`src/rtl/pri_decoder_pkg.sv`:
```
// Shared definitions for the priority encoder/decoder pair: index width,
// derived one-hot width and the {enable, index} entry layout.
package pri_decoder_pkg;

    localparam int unsigned PRI_IN_WIDTH  = 4;
    localparam int unsigned PRI_OUT_WIDTH = 2 ** PRI_IN_WIDTH;

    typedef struct packed {
        logic                    enable;
        logic [PRI_IN_WIDTH-1:0] index;
    } pri_entry_t;

    // Reference decode of one entry at the default width.
    function automatic logic [PRI_OUT_WIDTH-1:0] pri_onehot(input pri_entry_t e);
        logic [PRI_OUT_WIDTH-1:0] word;
        word = '0;
        if (e.enable) begin
            word[e.index] = 1'b1;
        end
        return word;
    endfunction

endpackage

```
`src/rtl/pri_decoder_skid.sv`:
```
// Two-entry valid/ready buffer with head pointer and occupancy count.
// in_ready depends only on registered state and reset, never on out_ready.
module pri_decoder_skid #(
    parameter int unsigned DATA_W = 5
) (
    input  logic              clk,
    input  logic              reset,
    input  logic              in_valid,
    output logic              in_ready,
    input  logic [DATA_W-1:0] in_data,
    output logic              out_valid,
    input  logic              out_ready,
    output logic [DATA_W-1:0] out_data
);

    logic [DATA_W-1:0] mem_q [2];
    logic [DATA_W-1:0] mem_d [2];
    logic              head_q;
    logic              head_d;
    logic [1:0]        count_q;
    logic [1:0]        count_d;
    logic              push;
    logic              pop;
    logic              tail;

    always_comb begin
        in_ready  = (count_q != 2'd2) && !reset;
        out_valid = (count_q != 2'd0);
        out_data  = out_valid ? mem_q[head_q] : '0;
        push      = in_valid && in_ready;
        pop       = out_valid && out_ready;
        // Write slot is head + count modulo 2; count 2 never pushes.
        tail      = head_q ^ count_q[0];
    end

    always_comb begin
        mem_d   = mem_q;
        head_d  = head_q;
        count_d = count_q;
        if (push) begin
            mem_d[tail] = in_data;
        end
        if (pop) begin
            head_d = ~head_q;
        end
        count_d = count_q + {1'b0, push} - {1'b0, pop};
        if (reset) begin
            head_d  = 1'b0;
            count_d = '0;
        end
    end

    always_ff @(posedge clk) begin
        mem_q   <= mem_d;
        head_q  <= head_d;
        count_q <= count_d;
    end

endmodule

```
`src/rtl/pri_decoder_stream.sv`:
```
// Streaming 4-to-16 decoder: buffers {enable, index} in a 2-entry skid
// buffer and decodes the head entry to a one-hot word on the output side.
module pri_decoder_stream
    import pri_decoder_pkg::*;
#(
    parameter int unsigned IN_WIDTH = PRI_IN_WIDTH
) (
    input  logic                     clk,
    input  logic                     reset,
    input  logic                     in_valid,
    output logic                     in_ready,
    input  logic [IN_WIDTH-1:0]      binary_in,
    input  logic                     enable,
    output logic                     out_valid,
    input  logic                     out_ready,
    output logic [2**IN_WIDTH-1:0]   decoder_out
);

    localparam int unsigned OUT_WIDTH = 2 ** IN_WIDTH;

    logic [IN_WIDTH:0] in_entry;
    logic [IN_WIDTH:0] head_entry;

    assign in_entry = {enable, binary_in};

    pri_decoder_skid #(
        .DATA_W(IN_WIDTH + 1)
    ) u_skid (
        .clk      (clk),
        .reset    (reset),
        .in_valid (in_valid),
        .in_ready (in_ready),
        .in_data  (in_entry),
        .out_valid(out_valid),
        .out_ready(out_ready),
        .out_data (head_entry)
    );

    always_comb begin
        decoder_out = '0;
        if (out_valid && head_entry[IN_WIDTH]) begin
            decoder_out[head_entry[IN_WIDTH-1:0]] = 1'b1;
        end
    end

endmodule

```
`config.mk`:
```
export PLATFORM = sky130hd
export DESIGN_NAME = pri_decoder_stream
export DESIGN_NICKNAME = d
export VERILOG_FILES = /design/src/rtl/pri_decoder_pkg.sv /design/src/rtl/pri_decoder_skid.sv /design/src/rtl/pri_decoder_stream.sv
export SDC_FILE = /design/constraint.sdc
export NUM_CORES = 1
export LEC_CHECK = 0
export CAP_MARGIN = 25
export CORE_MARGIN = 2
export CORE_UTILIZATION = 44
export CTS_CLUSTER_SIZE = 10
export DETAILED_ROUTE_END_ITERATION = 8
export PLACE_DENSITY = 0.88
export SETUP_SLACK_MARGIN = 0.1
export SYNTH_ARGS = -nofsm -noshare
export SYNTH_HDL_FRONTEND = slang
export SYNTH_SLANG_ARGS = --single-unit
```
`constraint.sdc`:
```
create_clock -name clk -period 1.9 [get_ports clk]
set_clock_uncertainty 0.1 [all_clocks]
set_input_delay 0.285 -clock clk [delete_from_list [all_inputs] [get_ports clk]]
set_output_delay 0.285 -clock clk [all_outputs]
set_load 0.05 [all_outputs]
```
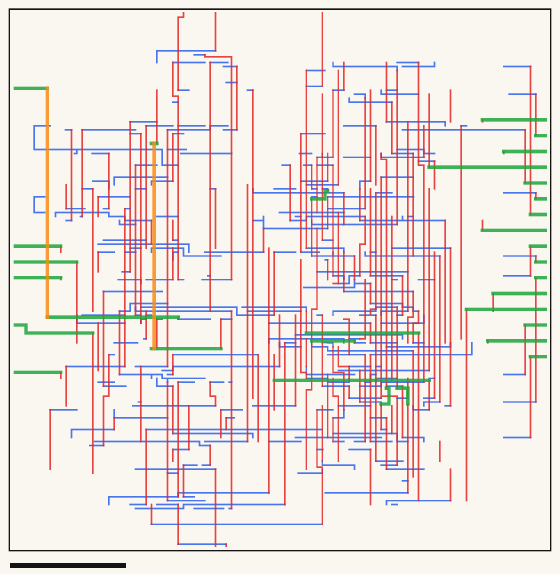
**Above:** routed metal, one color a layer.
Scale bar: 10 um.
Key: orange = metal 4 [wire length 37.4 um]; green = metal 3 [wire length 129 um]; blue = metal 1 [wire length 759 um]; red = metal 2 [wire length 1150 um]

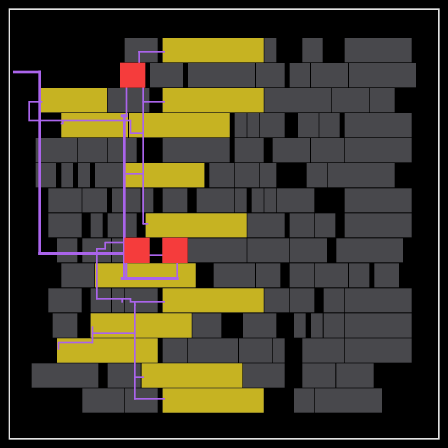
**Above:** clock wires, drivers and flops.
Key: yellow = flip-flops [count 13]; purple = clock wires [length 160 um]; red = clock drivers [count 3]
There are 4 routed clock nets.
clock network power share: 12.4%
clk_lat worst skew: 0.27 ns

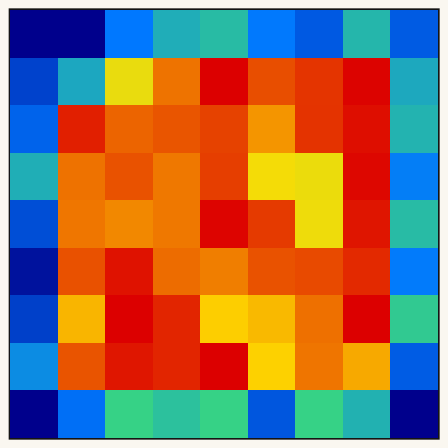
**Above:** placement density heat map.
The die is cut into 9 by 9 equal tiles; dark blue is low, red is high, 0 to 100% covered.
54% of the tiles are over 75% full. The fullest tile reaches 100%. 4.9% of the tiles are nearly empty. The densest ninth of the die: center. The emptiest ninth of the die: upper left.
Core Box Area: 0.00171 mm^2
fin util: 82.9%
Floorplan Utilization: 46.6%

==> worst min-delay path by stage <==
stage	startpoint	end	slack [ns]	cells after the start
floorplan	reset	u_skid.count_q[0]	0.26	1
global placement	u_skid.count_q[1]	u_skid.count_q[1]	0.60	3
detailed placement	u_skid.count_q[1]	u_skid.count_q[1]	0.60	3
CTS	binary_in[1]	u_skid.mem_q[1]	0.49	1
global route	binary_in[2]	u_skid.mem_q[2]	0.48	1
finish	binary_in[1]	u_skid.mem_q[1]	0.49	1
==> timing repair <==
item | in CTS | in global routing
setup endpoints to repair | 16 | 16
pin swaps | 11 | 2
gates resized | 11 | 6
buffers inserted | 3 | 2
==> routing by layer <==
metal	routed length, um	share of wire (%)	global-route usage [%]
met5	0	0	0
met1	758	37	22.8
met3	128	6.2	4.31
met4	37	1.8	13.1
met2	1150	55	35.3
==> impl_metrics.env <==
# yosys + openroad results
export IMPL_post_route_min_period_ns=2.03
export IMPL_stdcell_area_mm2=0.00142
export IMPL_powerClk_w=0.000166
export IMPL_place_area_mm2=0.00129
export IMPL_layout_top_cell="buf_12"
export IMPL_yosysChipArea_um2=796
export IMPL_arrival_ns=1.64
export IMPL_grt_use_total_pct=20.6
export IMPL_status="complete, but fails checks"
export IMPL_num_rows=15
export IMPL_nWellTaps=25
export IMPL_syn_nets=89
export IMPL_ys_sh_adder_pct=3.14
export IMPL_die_w_um=46.5
export IMPL_startpoint_type="flop"
export IMPL_fp_dieH_um=46.5
export IMPL_cp_data_required_time_ns=1.51
export IMPL_cp_max_fo=4
export IMPL_ff2ff_path_depth=6
export IMPL_grt_pass1_wl_um=3020
export IMPL_path_delay_family="flip-flops"
export IMPL_p_total_w=0.00134
export IMPL_final_min_period_over_clock_period_pct=107
export IMPL_cp_depth=4
export IMPL_buffers=35
export IMPL_simple_gate_area_share_pct=28.0
export IMPL_end_kind="primary output"
export IMPL_synthTopCellsByArea="edfxtp_1 (38%), nor2_1 (11%), dfxtp_1 (7.5%)"
export IMPL_ys_flop_type="edfxtp_1"
export IMPL_startpoint="u_skid.mem_q[0]"
export IMPL_multi_input_comb_cells=58
export IMPL_numSynthFlops=13
export IMPL_power_group_top="combinational cells"
export IMPL_aoi_share_pct=11.3
export IMPL_drt_initial_drc_count=12
export IMPL_synth_area_um2=796
export IMPL_clockBufferDepth=2
export IMPL_cts_buffers=3
export IMPL_drv_cap=0
export IMPL_reg_top3="u_skid.mem_q x10, u_skid.count_q x2, u_skid.head_q x1"
export IMPL_edf_count=10
export IMPL_largest_reg_flops=10
export IMPL_clkbuf_count=4
export IMPL_final_cell_mix="buf_12 (15), nor2_2 (10), buf_4 (10), edfxtp_1 (10)"
export IMPL_rsz0062_at_grt="true"
export IMPL_slowest_delay_ns=0.46
export IMPL_crit_slowest_cell="edfxtp_1"
export IMPL_violations="negative setup slack"
export IMPL_p_seq_w=0.000434
export IMPL_cts_root_buf="clkbuf_4"
export IMPL_yosysTopAreaCellShare_pct=37.7
export IMPL_rrSetupSlack_ns=0.41
export IMPL_fin_setup_tns_ns=-1.39
export IMPL_r2r_start="u_skid.count_q[0]"
export IMPL_drtAntennaViolNets=0
export IMPL_most_common_cell="nor2_1"
export IMPL_combPwrFrac_pct=55.1
export IMPL_layout_setup_ws_ns=-0.127
export IMPL_layout_drive_gt1_share_pct=56.5
export IMPL_combGateArea_um2=497
export IMPL_seq_area_frac_synth_pct=45.3
export IMPL_inverters_excl_clock=5
export IMPL_port_buffers=26
export IMPL_mux_share_pct=3.14
export IMPL_antenna_cells=0
export IMPL_drc=0
export IMPL_drv_slew=0
export IMPL_clock_sinks=13
export IMPL_sh_comb_area_pct=35.1
export IMPL_top_area_cell="edfxtp_1"
export IMPL_h_tree_depth=1
export IMPL_synthCells=78
export IMPL_irDropWorstVdd_uv=704
export IMPL_path_buffers=1
export IMPL_comb_power_w=0.000737
export IMPL_max_freq_mhz=493
export IMPL_finalSetupViolCount=16
export IMPL_p_seq_share_pct=32.5
export IMPL_ys_warn_count=0
export IMPL_seq_area_um2=364
export IMPL_crit_type="flop to primary output"
export IMPL_grt_max_degree=8
export IMPL_leakage_nw=0.535
export IMPL_holdWs_ns=0.490
export IMPL_top_logic_kind="simple AND/OR/NAND/NOR gates"
export IMPL_seq_share_pct=25.7
export IMPL_crit_path_end="decoder_out[5]"
export IMPL_netlist_top_cells_count="nor2_1 (23), edfxtp_1 (10), inv_1 (5)"
export IMPL_hold_class="primary input to flop"
export IMPL_cp_cell_sequence="and3b_2 -> o211ai_1 -> nor2_2 -> buf_12"
Power and IR drop assume default switching activity.
